Fig. 1: run 1, metal 3
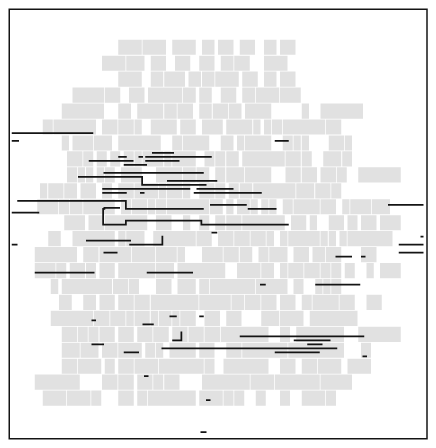
Fig. 2: run 1, clock network drawn from the DEF
Scale bar: 20 um.
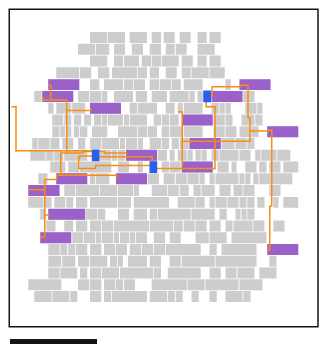
Fig. 3: run 1, wire density map
Scale bar: 20 um. 14 x 15 tiles, from white (low) to dark blue (high), scaled to the fullest tile. Values are wire area over tile area, all layers added.
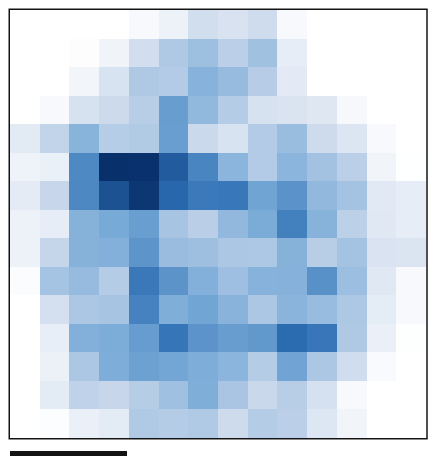
[config.mk]
export PLATFORM = sky130hd
export DESIGN_NAME = pixel_group_arbiter_flat
export DESIGN_NICKNAME = d
export VERILOG_FILES = /design/src/rtl/pixel_group_arbiter_if.sv /design/src/rtl/pixel_group_arbiter.sv /design/src/flat_wrapper.sv
export SDC_FILE = /design/constraint.sdc
export NUM_CORES = 1
export LEC_CHECK = 0
export CAP_MARGIN = 20
export CORE_AREA = 4 4 67 69
export CTS_BUF_LIST = sky130_fd_sc_hd__clkbuf_2
export CTS_CLUSTER_DIAMETER = 60
export DETAILED_ROUTE_END_ITERATION = 8
export DIE_AREA = 0 0 71 73
export PLACE_DENSITY = 0.76
export SYNTH_ARGS = -nofsm -noshare
export SYNTH_HDL_FRONTEND = slang
export SYNTH_SLANG_ARGS = --single-unit
[constraint.sdc]
create_clock -name clk_i -period 2.3 [get_ports clk_i]
set_clock_uncertainty 0.15 [all_clocks]
set_input_delay 0.575 -clock clk_i [delete_from_list [all_inputs] [get_ports clk_i]]
set_output_delay 0.575 -clock clk_i [all_outputs]
set_load 0.02 [all_outputs]
[src/rtl/pixel_group_arbiter_if.sv]
// Request/event bus between a pixel array, the group arbiter and the event consumer.
// master: arbiter side (drives events and grants); slave: array/consumer side.
interface pixel_group_arbiter_if #(
  parameter int ROWS  = 4,
  parameter int COLS  = 4,
  parameter int POL_W = 2,
  parameter int ADD_W = ($clog2(ROWS) > $clog2(COLS)) ? $clog2(ROWS) : $clog2(COLS)
);
  logic [ROWS-1:0][COLS-1:0][POL_W-1:0] req_i;
  logic                                 evt_ready_i;
  logic [ROWS-1:0][COLS-1:0]            gnt_o;
  logic                                 evt_valid_o;
  logic [ADD_W-1:0]                     x_add_o;
  logic [ADD_W-1:0]                     y_add_o;
  logic [POL_W-1:0]                     pol_o;

  modport master (
    input  req_i, evt_ready_i,
    output gnt_o, evt_valid_o, x_add_o, y_add_o, pol_o
  );

  modport slave (
    output req_i, evt_ready_i,
    input  gnt_o, evt_valid_o, x_add_o, y_add_o, pol_o
  );
endinterface

[src/rtl/pixel_group_arbiter.sv]
// Row-major scanning arbiter for a pixel request array. One pass walks rows in
// ascending order, serves every requesting column of a row, and pulses
// grp_release_o once a pass that served something completes.
module pixel_group_arbiter #(
  parameter int ROWS  = 4,
  parameter int COLS  = 4,
  parameter int POL_W = 2,
  parameter int ADD_W = ($clog2(ROWS) > $clog2(COLS)) ? $clog2(ROWS) : $clog2(COLS)
) (
  input  logic clk_i,
  input  logic reset_i,
  input  logic enable_i,
  output logic active_o,
  output logic req_o,
  output logic grp_release_o,
  pixel_group_arbiter_if.master bus
);

  // Scan pointers carry one extra bit so the "past the last row/column"
  // value (ROWS or COLS) is representable and never aliases back to 0.
  localparam int PTR_W = ADD_W + 1;

  typedef enum logic [1:0] {
    IDLE    = 2'd0,
    ROW_SEL = 2'd1,
    COL_SEL = 2'd2,
    EMIT    = 2'd3
  } state_e;

  state_e           state_q, state_d;
  logic [PTR_W-1:0] rptr_q, rptr_d;
  logic [PTR_W-1:0] cptr_q, cptr_d;
  logic             served_q, served_d;
  logic [ADD_W-1:0] x_q, x_d;
  logic [ADD_W-1:0] y_q, y_d;
  logic [POL_W-1:0] pol_q, pol_d;
  logic             grp_rel_q, grp_rel_d;

  logic             row_found_s;
  logic [ADD_W-1:0] row_idx_s;
  logic             col_found_s;
  logic [ADD_W-1:0] col_idx_s;
  logic             evt_valid_s;
  logic             handshake_s;
  logic [ROWS-1:0][COLS-1:0] gnt_s;

  assign evt_valid_s = (state_q == EMIT);
  assign handshake_s = evt_valid_s & bus.evt_ready_i;

  // Lowest requesting row at or above the row pointer.
  always_comb begin
    row_found_s = 1'b0;
    row_idx_s   = {ADD_W{1'b0}};
    for (int r = ROWS - 1; r >= 0; r--) begin
      row_idx_s   = ((PTR_W'(r) >= rptr_q) && (|bus.req_i[r])) ? ADD_W'(r) : row_idx_s;
      row_found_s = row_found_s | ((PTR_W'(r) >= rptr_q) && (|bus.req_i[r]));
    end
  end

  // Lowest requesting column at or above the column pointer in the latched row.
  always_comb begin
    col_found_s = 1'b0;
    col_idx_s   = {ADD_W{1'b0}};
    for (int c = COLS - 1; c >= 0; c--) begin
      col_idx_s   = ((PTR_W'(c) >= cptr_q) && (bus.req_i[x_q][c] != {POL_W{1'b0}})) ? ADD_W'(c) : col_idx_s;
      col_found_s = col_found_s | ((PTR_W'(c) >= cptr_q) && (bus.req_i[x_q][c] != {POL_W{1'b0}}));
    end
  end

  // Next-state and datapath updates of the scan FSM.
  always_comb begin
    state_d   = state_q;
    rptr_d    = rptr_q;
    cptr_d    = cptr_q;
    served_d  = served_q;
    x_d       = x_q;
    y_d       = y_q;
    pol_d     = pol_q;
    grp_rel_d = 1'b0;
    case (state_q)
      IDLE: begin
        if (enable_i) begin
          state_d = ROW_SEL;
          rptr_d  = {PTR_W{1'b0}};
        end else begin
          state_d = IDLE;
        end
      end
      ROW_SEL: begin
        if (!enable_i) begin
          state_d  = IDLE;
          rptr_d   = {PTR_W{1'b0}};
          cptr_d   = {PTR_W{1'b0}};
          served_d = 1'b0;
        end else if (row_found_s) begin
          state_d = COL_SEL;
          x_d     = row_idx_s;
          cptr_d  = {PTR_W{1'b0}};
        end else begin
          // End of pass: wrap and announce it only if something was served.
          rptr_d    = {PTR_W{1'b0}};
          grp_rel_d = served_q;
          served_d  = 1'b0;
        end
      end
      COL_SEL: begin
        if (!enable_i) begin
          state_d  = IDLE;
          rptr_d   = {PTR_W{1'b0}};
          cptr_d   = {PTR_W{1'b0}};
          served_d = 1'b0;
        end else if (col_found_s) begin
          state_d = EMIT;
          y_d     = col_idx_s;
          pol_d   = bus.req_i[x_q][col_idx_s];
        end else begin
          state_d = ROW_SEL;
          rptr_d  = {1'b0, x_q} + {{ADD_W{1'b0}}, 1'b1};
        end
      end
      EMIT: begin
        // The event is never dropped: only the handshake leaves this state.
        if (handshake_s) begin
          if (enable_i) begin
            state_d  = COL_SEL;
            served_d = 1'b1;
            cptr_d   = {1'b0, y_q} + {{ADD_W{1'b0}}, 1'b1};
          end else begin
            state_d  = IDLE;
            served_d = 1'b0;
            rptr_d   = {PTR_W{1'b0}};
            cptr_d   = {PTR_W{1'b0}};
          end
        end else begin
          state_d = EMIT;
        end
      end
      default: begin
        state_d = IDLE;
      end
    endcase
  end

  // State and datapath registers with synchronous active-low reset.
  always_ff @(posedge clk_i) begin
    if (!reset_i) begin
      state_q   <= IDLE;
      rptr_q    <= {PTR_W{1'b0}};
      cptr_q    <= {PTR_W{1'b0}};
      served_q  <= 1'b0;
      x_q       <= {ADD_W{1'b0}};
      y_q       <= {ADD_W{1'b0}};
      pol_q     <= {POL_W{1'b0}};
      grp_rel_q <= 1'b0;
    end else begin
      state_q   <= state_d;
      rptr_q    <= rptr_d;
      cptr_q    <= cptr_d;
      served_q  <= served_d;
      x_q       <= x_d;
      y_q       <= y_d;
      pol_q     <= pol_d;
      grp_rel_q <= grp_rel_d;
    end
  end

  // One-hot grant, asserted only in the handshake cycle.
  always_comb begin
    gnt_s           = {(ROWS * COLS){1'b0}};
    gnt_s[x_q][y_q] = handshake_s;
  end

  assign bus.gnt_o       = gnt_s;
  assign bus.evt_valid_o = evt_valid_s;
  assign bus.x_add_o     = x_q;
  assign bus.y_add_o     = y_q;
  assign bus.pol_o       = pol_q;
  assign active_o        = (state_q == COL_SEL) || (state_q == EMIT);
  assign req_o           = |bus.req_i;
  assign grp_release_o   = grp_rel_q;

endmodule
[src/flat_wrapper.sv]
// flat-port wrapper written by rule: the top's interface ports become plain ports
module pixel_group_arbiter_flat 
#(
  parameter int ROWS  = 4,
  parameter int COLS  = 4,
  parameter int POL_W = 2,
  parameter int ADD_W = ($clog2(ROWS) > $clog2(COLS)) ? $clog2(ROWS) : $clog2(COLS)
)
  (clk_i, reset_i, enable_i, active_o, req_o, grp_release_o, bus_req_i, bus_evt_ready_i, bus_gnt_o, bus_evt_valid_o, bus_x_add_o, bus_y_add_o, bus_pol_o);
  pixel_group_arbiter_if #(.ROWS(ROWS), .COLS(COLS), .POL_W(POL_W), .ADD_W(ADD_W)) bus_i ();
  input  logic clk_i;
  input  logic reset_i;
  input  logic enable_i;
  output logic active_o;
  output logic req_o;
  output logic grp_release_o;
  input wire logic [$bits(bus_i.req_i)-1:0] bus_req_i;
  input wire logic [$bits(bus_i.evt_ready_i)-1:0] bus_evt_ready_i;
  output wire logic [$bits(bus_i.gnt_o)-1:0] bus_gnt_o;
  output wire logic [$bits(bus_i.evt_valid_o)-1:0] bus_evt_valid_o;
  output wire logic [$bits(bus_i.x_add_o)-1:0] bus_x_add_o;
  output wire logic [$bits(bus_i.y_add_o)-1:0] bus_y_add_o;
  output wire logic [$bits(bus_i.pol_o)-1:0] bus_pol_o;
  assign bus_i.req_i = bus_req_i;
  assign bus_i.evt_ready_i = bus_evt_ready_i;
  assign bus_gnt_o = bus_i.gnt_o;
  assign bus_evt_valid_o = bus_i.evt_valid_o;
  assign bus_x_add_o = bus_i.x_add_o;
  assign bus_y_add_o = bus_i.y_add_o;
  assign bus_pol_o = bus_i.pol_o;
  pixel_group_arbiter #(.ROWS(ROWS), .COLS(COLS), .POL_W(POL_W), .ADD_W(ADD_W)) u_core (.clk_i(clk_i), .reset_i(reset_i), .enable_i(enable_i), .active_o(active_o), .req_o(req_o), .grp_release_o(grp_release_o), .bus(bus_i));
endmodule
==> results_tabular.tex, run 1 <==
% Synthesis and place-and-route results
\begin{tabular}{lr}
\hline
Metric & Value \\
\hline
\multicolumn{2}{l}{\textbf{Floorplan}} \\
Tap Cells & 50 \\
Width of the die & 71 um \\
Row count & 23 \\
Core outline area & 3910 um\^{}2 \\
Chip height & 73 um \\
Core utilization at floorplan & 38.8\% \\
\multicolumn{2}{l}{\textbf{Job}} \\
Max-cap violations & 0 \\
Tool warnings & 35 \\
\multicolumn{2}{l}{\textbf{Run status}} \\
Violated checks & negative setup slack \\
Status & finished, violations left \\
\multicolumn{2}{l}{\textbf{Final layout}} \\
Leading registers by flop count & u\_core.cptr\_q: 3 flops, u\_core.rptr\_q: 3 flops \\
Logic share of the area & 46.4\% \\
Ratio of cells with drive above 1 in the final layout & 51.0\% \\
Number of multi-input combinational cells in the layout & 154 \\
Clock tree buffer count of the final layout & 3 \\
Count of antenna diodes in the layout & 0 \\
MI comb area & 1300 um\^{}2 \\
Footprint of the flip-flops and latches & 324 um\^{}2 \\
Total of fill cells in the finished design & 291 \\
Design area & 2800 um\^{}2 \\
Final non-filler cell total & 364 \\
Area growth from synthesis to final layout & 83.9\% \\
Number of buffers other than clock buffers in the final layout & 131 \\
Inverter count of the layout excluding clock inverters & 9 \\
Most instantiated logic cells after routing & buf\_4 (78), nand2\_1 (21), buf\_6 (17), dfxtp\_1 (15) \\
Number of sequential storage elements & 16 \\
Non-clock buffering overhead & 37.9\% \\
Layout net count & 359 \\
\multicolumn{2}{l}{\textbf{Critical path}} \\
Origin of the worst setup path & bus\_req\_i[0] \\
Type of the worst setup path & primary input to output port \\
Critical path startpoint category & primary input \\
Worst reg-to-reg setup slack & 0.03 ns \\
Number of cells on the critical path & 5 \\
Endpoint arrival time on the critical path & 1.68 ns \\
Maximum fanout along the worst path & 2 \\
Critical path's top delay family & simple AND/OR/NAND/NOR gates \\
Cell with the largest stage delay on the worst path & or3\_4 \\
Worst reg2reg path depth & 7 \\
Largest incremental delay on the critical path & 0.40 ns \\
\multicolumn{2}{l}{\textbf{Yosys}} \\
Area fraction in full adders, half adders and majority gates & 6.58\% \\
Gate count after technology mapping & 192 \\
Flops out of synthesis & 16 \\
Share of synthesized area spent on multiplexers & 14.7\% \\
Mean Syn Cell Area & 7.92 um\^{}2 \\
Post-synth seq share & 21.1\% \\
Max-area cell share & 21.1\% \\
Top cells by instance count after synthesis & nand2\_1 (23), and3\_1 (18), dfxtp\_1 (16) \\
Dominant flop cell & dfxtp\_1 \\
Yosys top cell by area & dfxtp\_1 \\
Largest family of logic cells by area & simple AND/OR/NAND/NOR gates \\
Async set-reset flop share out of synthesis & 0\% \\
Cells in synth\_stat.txt & 192 \\
Simple-gate area share of the yosys netlist & 29.1\% \\
Nets in the synthesized netlist & 236 \\
Ranking of synthesized cells by area & dfxtp\_1 (21\%), mux4\_2 (10\%), and3\_1 (7.4\%) \\
\multicolumn{2}{l}{\textbf{Power and ir drop}} \\
P\_seq & 0.000284 W \\
Part of the power in the clock network & 21.4\% \\
Fraction of power spent switching nets & 33.5\% \\
Power consumption & 0.000683 W \\
LEAKAGE & 1.26 nW \\
Internal power & 0.000454 W \\
Highest ir drop seen on vdd & 0.243 mV \\
Total clock network power & 0.000146 W \\
P per Cell Area & 244 nW/um\^{}2 \\
Reg power frac & 41.6\% \\
Combinational fraction of design power & 37.0\% \\
\multicolumn{2}{l}{\textbf{Detailed routing}} \\
Top layer reached by signal wires & met4 \\
Final routed DRC violation total & 0 \\
Antenna violation net count after detailed routing & 0 \\
Count of routing violations after the opening detailed-route iteration & 203 \\
Avg Vias per Cell & 5.61 \\
Routed length on met1 & 2740 um \\
Drt pass-1 iters & 7 \\
\multicolumn{2}{l}{\textbf{Clock network}} \\
Gates resized, CTS repair & 206 \\
Buffers from clock root to sink, at most & 2 \\
Clock-pin slew of the registers on the worst-case setup and hold paths & 0.18 ns \\
Root buffer selected by CTS & clkbuf\_2 \\
Post-CTS setup buffers & 21 \\
Hold bufs inserted after CTS & 0 \\
Inserted Clock Buffers & 3 \\
\multicolumn{2}{l}{\textbf{Placed design}} \\
Cell total after placement & 338 \\
Post-place instance area & 2490 um\^{}2 \\
Placement Setup Slack & -0.927 ns \\
\multicolumn{2}{l}{\textbf{Global route}} \\
Largest net degree at the start of global routing & 18 \\
Via count of the first global-routing pass & 2050 \\
Total grt overflow & 0 \\
Met3 track utilization from global routing & 5.51\% \\
\multicolumn{2}{l}{\textbf{Worst hold path}} \\
Min-Delay Path Depth & 2 \\
Worst Hold Class & flip-flop to flip-flop \\
Endpoint of the worst hold-timing path & u\_core.grp\_release\_o \\
Min-delay src & u\_core.served\_q \\
\multicolumn{2}{l}{\textbf{Final timing}} \\
Hold Vio Cnt, Final & 0 \\
Post-layout period usage of the worst path & 105\% \\
FMAX & 0.415 GHz \\
Crit path setup slack, layout & -0.110 ns \\
Count of final setup violators & 1 \\
Final hold slack & 0.345 ns \\
\hline
\end{tabular}
## Picture notes: Fig. 1
- nets with wire on the layer: 39
- share of all routed wire: 5.2%
- main direction: horizontal
- longest straight run: 29.7 um
- wire length on this layer: 357 um

## Picture notes: Fig. 2
- flip-flops: purple (count 16)
- clock wires: orange (length 279 um)
- cells driving clock nets: blue (count 3)
- routed clock nets: 4

## Picture notes: Fig. 3
- tiles over half the peak: 16%
- emptiest ninth of the die: top right
- mean over tiles: 0.21
- fullest tile: 0.74
- densest ninth of the die: middle
- nearly empty tiles: 19%

Fig. 4: run 1, a small window of the routed layout
Window x 16 to 56, y 16 to 56 um. Cells in gray, sequential cells in the stronger gray; small squares are vias.
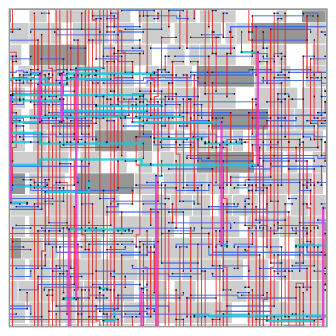

==> run 2, diff against run 1 <==
--- a/config.mk
+++ b/config.mk
@@ -11,7 +11,7 @@
 export CTS_CLUSTER_DIAMETER = 60
 export DETAILED_ROUTE_END_ITERATION = 8
 export DIE_AREA = 0 0 71 73
-export PLACE_DENSITY = 0.76
+export PLACE_DENSITY = 0.78
 export SYNTH_ARGS = -nofsm -noshare
 export SYNTH_HDL_FRONTEND = slang
 export SYNTH_SLANG_ARGS = --single-unit
Fig. 5: run 2, a small window of the routed layout
Window x 16 to 56, y 16 to 56 um. Cells in gray, sequential cells in the stronger gray; small squares are vias.
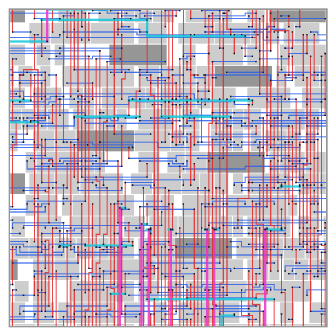
- met4: magenta
- met3: cyan
- met2: red
- met1: blue
- most frequent: buf_4 (31), nand2_1 (19), a21oi_1 (10)
- cells with their middle in the window: 162
- netlist names of flops here include: u_core.cptr_q (3), u_core.rptr_q (2)
- sequential cells in the window: 6

==> results_tabular.tex, run 2 <==
% Synthesis and place-and-route results
\begin{tabular}{lr}
\hline
Metric & Value \\
\hline
\multicolumn{2}{l}{\textbf{Run status}} \\
Status & finished, violations left \\
Violated checks & negative setup slack \\
\multicolumn{2}{l}{\textbf{Floorplan}} \\
Tap Cells & 50 (unchanged) \\
Chip height & 73 um (unchanged) \\
Row count & 23 (unchanged) \\
Core outline area & 3910 um\^{}2 (unchanged) \\
Count of pins on the block boundary & 62 \\
Overall chip area & 5180 um\^{}2 \\
Core utilization at floorplan & 38.8\% (unchanged) \\
Width of the die & 71 um (unchanged) \\
\multicolumn{2}{l}{\textbf{Yosys}} \\
Async set-reset flop share out of synthesis & 0\% (unchanged) \\
Most instantiated library cell after synthesis & nand2\_1 \\
Simple-gate area share of the yosys netlist & 29.1\% (unchanged) \\
Share of synthesized area spent on multiplexers & 14.7\% (unchanged) \\
Xor and xnor area share after synthesis & 0\% \\
Yosys top cell by area & dfxtp\_1 \\
Top cells by instance count after synthesis & nand2\_1 (23), and3\_1 (18), dfxtp\_1 (16) \\
Dominant flop cell & dfxtp\_1 \\
Cells in synth\_stat.txt & 192 (unchanged) \\
Nets in the synthesized netlist & 236 (unchanged) \\
Max-area cell share & 21.1\% (unchanged) \\
Largest family of logic cells by area & simple AND/OR/NAND/NOR gates \\
Post-synth seq share & 21.1\% (unchanged) \\
Number of distinct library cells after synthesis & 49 \\
Flops out of synthesis & 16 (unchanged) \\
Yosys synthesis warning count & 0 \\
Area fraction in full adders, half adders and majority gates & 6.58\% (unchanged) \\
Mean Syn Cell Area & 7.92 um\^{}2 (unchanged) \\
Count of flip-flops with a built-in enable after synthesis & 0 \\
Ranking of synthesized cells by area & dfxtp\_1 (21\%), mux4\_2 (10\%), and3\_1 (7.4\%) \\
Total cell area reported by yosys after synthesis & 1520 um\^{}2 \\
Gate count after technology mapping & 192 (unchanged) \\
And-or/or-and share of the synthesized area & 21.9\% \\
Netlist area before placement & 1520 um\^{}2 \\
\multicolumn{2}{l}{\textbf{Critical path}} \\
Origin of the worst setup path & bus\_req\_i[21] \\
Start of the worst register-to-register path & u\_core.bus.x\_add\_o[1] \\
Endpoint arrival time on the critical path & 1.70 ns (+0.02 ns) \\
Critical path startpoint category & primary input \\
Count of buffer and inverter cells on the critical path & 2 \\
Setup crit end & req\_o \\
Worst reg-to-reg setup slack & 0 ns (-0.03 ns) \\
Type of the worst setup path & primary input to output port \\
Critical path's top delay family & simple AND/OR/NAND/NOR gates \\
Worst path cell trace & buf\_2 -> nor4\_4 -> nand4\_1 -> or3\_4 -> buf\_6 \\
Required time at the worst-slack endpoint & 1.57 ns \\
Number of cells on the critical path & 5 (unchanged) \\
Maximum fanout along the worst path & 2 (unchanged) \\
Cell with the largest stage delay on the worst path & or3\_4 \\
Largest incremental delay on the critical path & 0.41 ns (about the same) \\
Worst reg2reg path depth & 7 (unchanged) \\
Capturing point of the worst reg2reg path & u\_core.rptr\_q[1] \\
\multicolumn{2}{l}{\textbf{Final timing}} \\
Minimum clock period after layout & 2.42 ns \\
Max\_slew headroom & 73.8\% \\
Worst slew pin tran & 0.390 ns \\
Count of final setup violators & 1 (unchanged) \\
FMAX & 0.413 GHz (-0.50\%) \\
Hold Vio Cnt, Final & 0 (unchanged) \\
Post-layout period usage of the worst path & 105\% (+0.52 points) \\
Final number of max-transition violations & 0 \\
Final hold slack & 0.359 ns (+0.0142 ns) \\
RSZ-0062 raised after global routing & yes \\
Total negative slack for setup checks & -0.122 ns \\
Crit path setup slack, layout & -0.122 ns (-0.0120 ns) \\
\multicolumn{2}{l}{\textbf{Final layout}} \\
Final non-filler cell total & 346 (-4.9\%) \\
Final cell utilization of the core & 67.2\% \\
Most instantiated logic cells after routing & buf\_4 (51), nand2\_1 (22), buf\_2 (21), and3\_1 (17), dfxtp\_1 (15) \\
Biggest cell category by area in the final layout & multi-input combinational cells \\
Clock tree buffer count of the final layout & 3 (unchanged) \\
Number of buffers other than clock buffers in the final layout & 112 (-15\%) \\
Inverter count of the layout excluding clock inverters & 9 (unchanged) \\
Total of fill cells in the finished design & 324 (+11\%) \\
Sequential share of cell area & 12.3\% \\
MI comb area & 1330 um\^{}2 (+2.8\%) \\
Clock network area share & 0.714\% \\
Leading registers by flop count & u\_core.cptr\_q: 3 flops, u\_core.rptr\_q: 3 flops \\
Highest-count logic cell in the final layout & buf\_4 \\
Design area & 2630 um\^{}2 (-6.0\%) \\
Number of sequential storage elements & 16 (unchanged) \\
Non-clock buffering overhead & 32.6\% (-5.3 points) \\
Number of multi-input combinational cells in the layout & 155 (+0.65\%) \\
Layout net count & 341 (-5.0\%) \\
Area growth from synthesis to final layout & 72.9\% \\
Ratio of cells with drive above 1 in the final layout & 47.6\% (-3.3 points) \\
Footprint of the flip-flops and latches & 324 um\^{}2 (unchanged) \\
Count of antenna diodes in the layout & 0 (unchanged) \\
Logic share of the area & 50.7\% (+4.3 points) \\
\multicolumn{2}{l}{\textbf{Worst hold path}} \\
Endpoint of the worst hold-timing path & u\_core.grp\_release\_o \\
Worst Hold Class & flip-flop to flip-flop \\
Min-Delay Path Depth & 2 (unchanged) \\
Min-delay src & u\_core.served\_q \\
\multicolumn{2}{l}{\textbf{Clock network}} \\
Clock sink count & 16 \\
Clock H-tree levels & 1 \\
Gates resized, CTS repair & 177 (-14\%) \\
Buffers from clock root to sink, at most & 2 (unchanged) \\
Clock latency on the worst-skew pair & 0.31 ns \\
Clock-pin slew of the registers on the worst-case setup and hold paths & 0.17 ns (about the same) \\
CTS tree & built \\
Inserted Clock Buffers & 3 (unchanged) \\
Post-CTS setup buffers & 7 (-67\%) \\
Root buffer selected by CTS & clkbuf\_2 \\
Hold bufs inserted after CTS & 0 (unchanged) \\
\multicolumn{2}{l}{\textbf{Detailed routing}} \\
Routed length on met1 & 2590 um (-5.4\%) \\
Antenna violation net count after detailed routing & 0 (unchanged) \\
Metal3 WL & 258 um \\
Final routed DRC violation total & 0 (unchanged) \\
Avg Vias per Cell & 5.73 (+2.1\%) \\
Top layer reached by signal wires & met4 \\
Final routed wire length divided by cell count & 18.2 um \\
Count of routing violations after the opening detailed-route iteration & 168 (-17\%) \\
Metal2 WL & 3270 um \\
Drt pass-1 iters & 4 (-3) \\
\multicolumn{2}{l}{\textbf{Global route}} \\
Via count of the first global-routing pass & 1958 (-4.5\%) \\
Met2 routing resource usage after global routing & 40.2\% \\
Global-route wire length before repair & 9450 um \\
Met1 track demand over resource in global routing & 27.5\% \\
Total grt overflow & 0 (unchanged) \\
Antenna violations before repair & 0 \\
Largest net degree at the start of global routing & 18 (unchanged) \\
Busiest grt layer & met2 \\
\multicolumn{2}{l}{\textbf{Power and ir drop}} \\
Fraction of power spent switching nets & 33.8\% (+0.24 points) \\
Reg power frac & 42.4\% (+0.8 points) \\
Logic power comb & 0.000247 W \\
Total clock network power & 0.000141 W (-3\%) \\
Power consumption & 0.000672 W (-1.6\%) \\
P\_sw & 0.000227 W \\
Combinational fraction of design power & 36.7\% (-0.3 points) \\
P\_seq & 0.000285 W (about the same) \\
Internal power & 0.000446 W (-1.9\%) \\
Highest ir drop seen on vdd & 0.239 mV (-1.5\%) \\
P per Cell Area & 256 nW/um\^{}2 (+4.7\%) \\
Leading power group & registers \\
Part of the power in the clock network & 20.9\% (-0.5 points) \\
LEAKAGE & 1.17 nW (-6.8\%) \\
\multicolumn{2}{l}{\textbf{Placed design}} \\
Cell total after placement & 332 (-1.8\%) \\
Post-detailed-placement half-perimeter wirelength & 4470 um \\
Gp weighted congestion & 0.918 \\
Placement Setup Slack & -0.956 ns (-0.0291 ns) \\
Post-place instance area & 2450 um\^{}2 (-1.8\%) \\
\multicolumn{2}{l}{\textbf{Job}} \\
Tool warnings & 35 (unchanged) \\
Max-cap violations & 0 (unchanged) \\
\hline
\end{tabular}
Fig. 6: run 2, metal 3
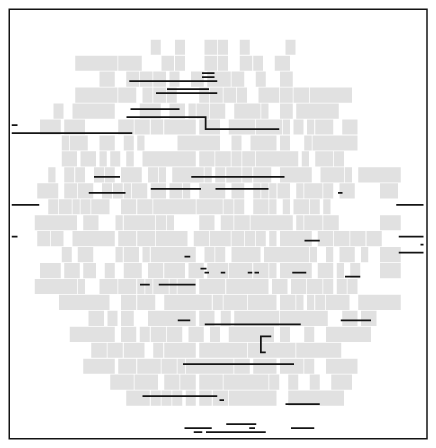
- share of all routed wire: 4.1%
- nets with wire on the layer: 36
- main direction: horizontal
- longest straight run: 20.2 um
- wire length on this layer: 258 um
wire length after detailed routing: 6310 um
met3 track utilization from global routing: 5.65%
vias: 1983

Fig. 7: run 2, wire density map
Scale bar: 20 um. 14 x 15 tiles, from white (low) to dark blue (high), scaled to the fullest tile. Values are wire area over tile area, all layers added.
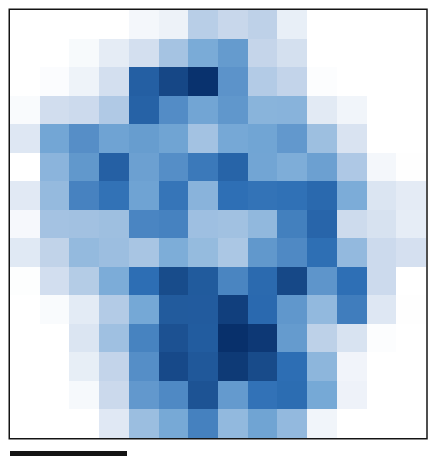

==> run 3, diff against run 2 <==
--- a/config.mk
+++ b/config.mk
@@ -5,6 +5,7 @@
 export SDC_FILE = /design/constraint.sdc
 export NUM_CORES = 1
 export LEC_CHECK = 0
+export ABC_AREA = 1
 export CAP_MARGIN = 20
 export CORE_AREA = 4 4 67 69
 export CTS_BUF_LIST = sky130_fd_sc_hd__clkbuf_2
@@ -15,3 +16,4 @@
 export SYNTH_ARGS = -nofsm -noshare
 export SYNTH_HDL_FRONTEND = slang
 export SYNTH_SLANG_ARGS = --single-unit
+export TNS_END_PERCENT = 10
Fig. 8: run 3, wire density map
Scale bar: 20 um. 14 x 15 tiles, from white (low) to dark blue (high), scaled to the fullest tile. Values are wire area over tile area, all layers added.
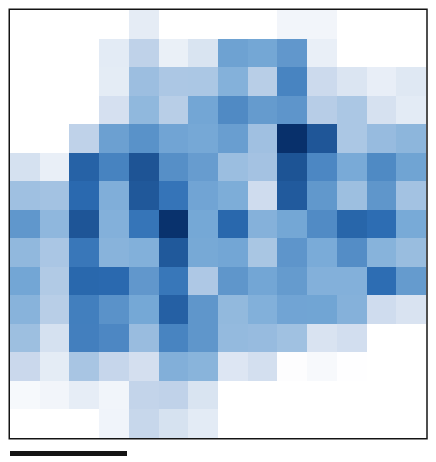
- mean over tiles: 0.15
- nearly empty tiles: 23%
- tiles over half the peak: 33%
- fullest tile: 0.45

==> results_tabular.tex, run 3 <==
% Synthesis and place-and-route results
\begin{tabular}{lr}
\hline
Metric & Value \\
\hline
\multicolumn{2}{l}{\textbf{Run status}} \\
Status & finished, final reports clean \\
\multicolumn{2}{l}{\textbf{Critical path}} \\
Capturing point of the worst reg2reg path & u\_core.bus.pol\_o[1] \\
Worst reg-to-reg setup slack & 0.34 ns (+0.34 ns) \\
Worst reg2reg path depth & 13 (+6) \\
Count of buffer and inverter cells on the critical path & 2 (unchanged) \\
Setup crit end & req\_o \\
Largest incremental delay on the critical path & 0.42 ns (about the same) \\
Cell with the largest stage delay on the worst path & clkdlybuf4s50\_1 \\
Type of the worst setup path & primary input to output port \\
Worst path cell trace & clkdlybuf4s50\_1 -> nor2\_1 -> nand2\_1 -> nor2\_2 -> nand4\_1 -> buf\_4 \\
Number of cells on the critical path & 6 (+1) \\
Endpoint arrival time on the critical path & 1.55 ns (-0.15 ns) \\
Required time at the worst-slack endpoint & 1.57 ns (about the same) \\
Start of the worst register-to-register path & u\_core.bus.x\_add\_o[0] \\
\multicolumn{2}{l}{\textbf{Placed design}} \\
Cell total after placement & 407 (+23\%) \\
Post-detailed-placement half-perimeter wirelength & 3810 um (-15\%) \\
Placement Setup Slack & -0.632 ns (+0.324 ns) \\
Post-place instance area & 2380 um\^{}2 (-2.5\%) \\
\multicolumn{2}{l}{\textbf{Detailed routing}} \\
Antenna violation net count after detailed routing & 0 (unchanged) \\
Metal2 WL & 2320 um (-29\%) \\
Drt pass-1 iters & 5 (+1) \\
Vias & 1984 (+0.050\%) \\
Count of routing violations after the opening detailed-route iteration & 89 (-47\%) \\
Routed length on met1 & 1940 um (-25\%) \\
Wire length after detailed routing & 4770 um (-24\%) \\
Final routed wire length divided by cell count & 11.6 um (-37\%) \\
Final routed DRC violation total & 0 (unchanged) \\
Top layer reached by signal wires & met4 \\
\multicolumn{2}{l}{\textbf{Power and ir drop}} \\
Leading power group & registers \\
Total clock network power & 0.000130 W (-8\%) \\
Logic power comb & 0.000287 W (+16\%) \\
Fraction of power spent switching nets & 34.7\% (+0.93 points) \\
P\_seq & 0.000293 W (+3\%) \\
Highest ir drop seen on vdd & 0.110 mV (-54\%) \\
Internal power & 0.000464 W (+4.1\%) \\
LEAKAGE & 1.41 nW (+20\%) \\
Reg power frac & 41.2\% (-1.2 points) \\
P per Cell Area & 285 nW/um\^{}2 (+12\%) \\
Combinational fraction of design power & 40.5\% (+3.8 points) \\
\multicolumn{2}{l}{\textbf{Worst hold path}} \\
Endpoint of the worst hold-timing path & u\_core.grp\_release\_o \\
Min-Delay Path Depth & 2 (unchanged) \\
\multicolumn{2}{l}{\textbf{Final layout}} \\
Highest-count logic cell in the final layout & nand2\_1 \\
Leading registers by flop count & u\_core.cptr\_q: 3 flops, u\_core.rptr\_q: 3 flops \\
Layout net count & 408 (+20\%) \\
Non-clock buffering overhead & 35.1\% (+2.6 points) \\
Number of multi-input combinational cells in the layout & 220 (+42\%) \\
MI comb area & 1090 um\^{}2 (-18\%) \\
Total of fill cells in the finished design & 374 (+15\%) \\
Biggest cell category by area in the final layout & multi-input combinational cells \\
Ratio of cells with drive above 1 in the final layout & 24.5\% (-23 points) \\
Final cell utilization of the core & 63.6\% (-3.6 points) \\
Number of buffers other than clock buffers in the final layout & 93 (-17\%) \\
Number of sequential storage elements & 16 (unchanged) \\
Area growth from synthesis to final layout & 63.4\% \\
\multicolumn{2}{l}{\textbf{Yosys}} \\
Max-area cell share & 21.0\% (-0.035 points) \\
Largest family of logic cells by area & simple AND/OR/NAND/NOR gates \\
Dominant flop cell & dfxtp\_1 \\
Netlist area before placement & 1520 um\^{}2 (+0.16\%) \\
And-or/or-and share of the synthesized area & 8.22\% (-14 points) \\
Ranking of synthesized cells by area & dfxtp\_1 (21\%), nand2\_1 (20\%), nor2\_1 (14\%) \\
Number of distinct library cells after synthesis & 23 (-53\%) \\
Gate count after technology mapping & 272 (+42\%) \\
Top cells by instance count after synthesis & nand2\_1 (83), nor2\_1 (57), nand3\_1 (28) \\
Cells in synth\_stat.txt & 272 (+42\%) \\
Flops out of synthesis & 16 (unchanged) \\
Yosys top cell by area & dfxtp\_1 \\
Count of flip-flops with a built-in enable after synthesis & 0 (unchanged) \\
Async set-reset flop share out of synthesis & 0\% (unchanged) \\
Area fraction in full adders, half adders and majority gates & 6.57\% (-0.011 points) \\
Simple-gate area share of the yosys netlist & 53.2\% (+24 points) \\
\multicolumn{2}{l}{\textbf{Final timing}} \\
Minimum clock period after layout & 2.28 ns (-0.145 ns) \\
Final number of max-transition violations & 0 (unchanged) \\
FMAX & 0.439 GHz (+6.3\%) \\
Post-layout period usage of the worst path & 99.0\% (-6.3 points) \\
Worst slew pin tran & 0.479 ns (+0.0891 ns) \\
RSZ-0062 raised after global routing & yes \\
Crit path setup slack, layout & 0.0229 ns (+0.145 ns) \\
Total negative slack for setup checks & 0 ns (+0.122 ns) \\
Max\_slew headroom & 67.7\% (-6.1 points) \\
Hold Vio Cnt, Final & 0 (unchanged) \\
\multicolumn{2}{l}{\textbf{Global route}} \\
Busiest grt layer & met2 \\
Global-route wire length before repair & 7640 um (-19\%) \\
Met2 routing resource usage after global routing & 34.2\% (-6.0 points) \\
Met1 track demand over resource in global routing & 19.4\% (-8.1 points) \\
Total grt overflow & 0 (unchanged) \\
Met3 track utilization from global routing & 2.62\% (-3.0 points) \\
\multicolumn{2}{l}{\textbf{Clock network}} \\
Clock latency on the worst-skew pair & 0.29 ns (-0.02 ns) \\
Clock-pin slew of the registers on the worst-case setup and hold paths & 0.16 ns (about the same) \\
Clock sink count & 16 (unchanged) \\
Root buffer selected by CTS & clkbuf\_2 \\
Gates resized, CTS repair & 94 (-47\%) \\
Hold bufs inserted after CTS & 0 (unchanged) \\
Clock H-tree levels & 1 (unchanged) \\
Inserted Clock Buffers & 3 (unchanged) \\
Buffers from clock root to sink, at most & 2 (unchanged) \\
\multicolumn{2}{l}{\textbf{Floorplan}} \\
Chip height & 73 um (unchanged) \\
Core utilization at floorplan & 38.9\% (+0.064 points) \\
Count of pins on the block boundary & 62 (unchanged) \\
Overall chip area & 5180 um\^{}2 (unchanged) \\
Core outline area & 3910 um\^{}2 (unchanged) \\
\hline
\end{tabular}
Fig. 9: run 3, metal 3
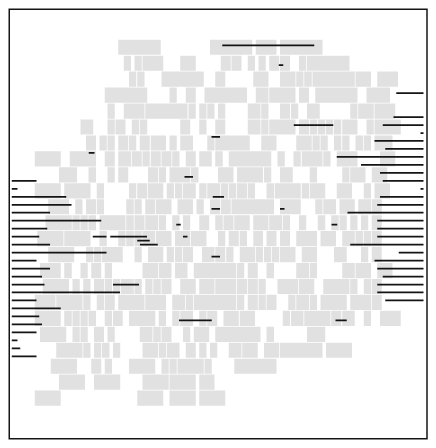
- share of all routed wire: 8.0%
- main direction: horizontal

Power and IR drop assume default switching activity.
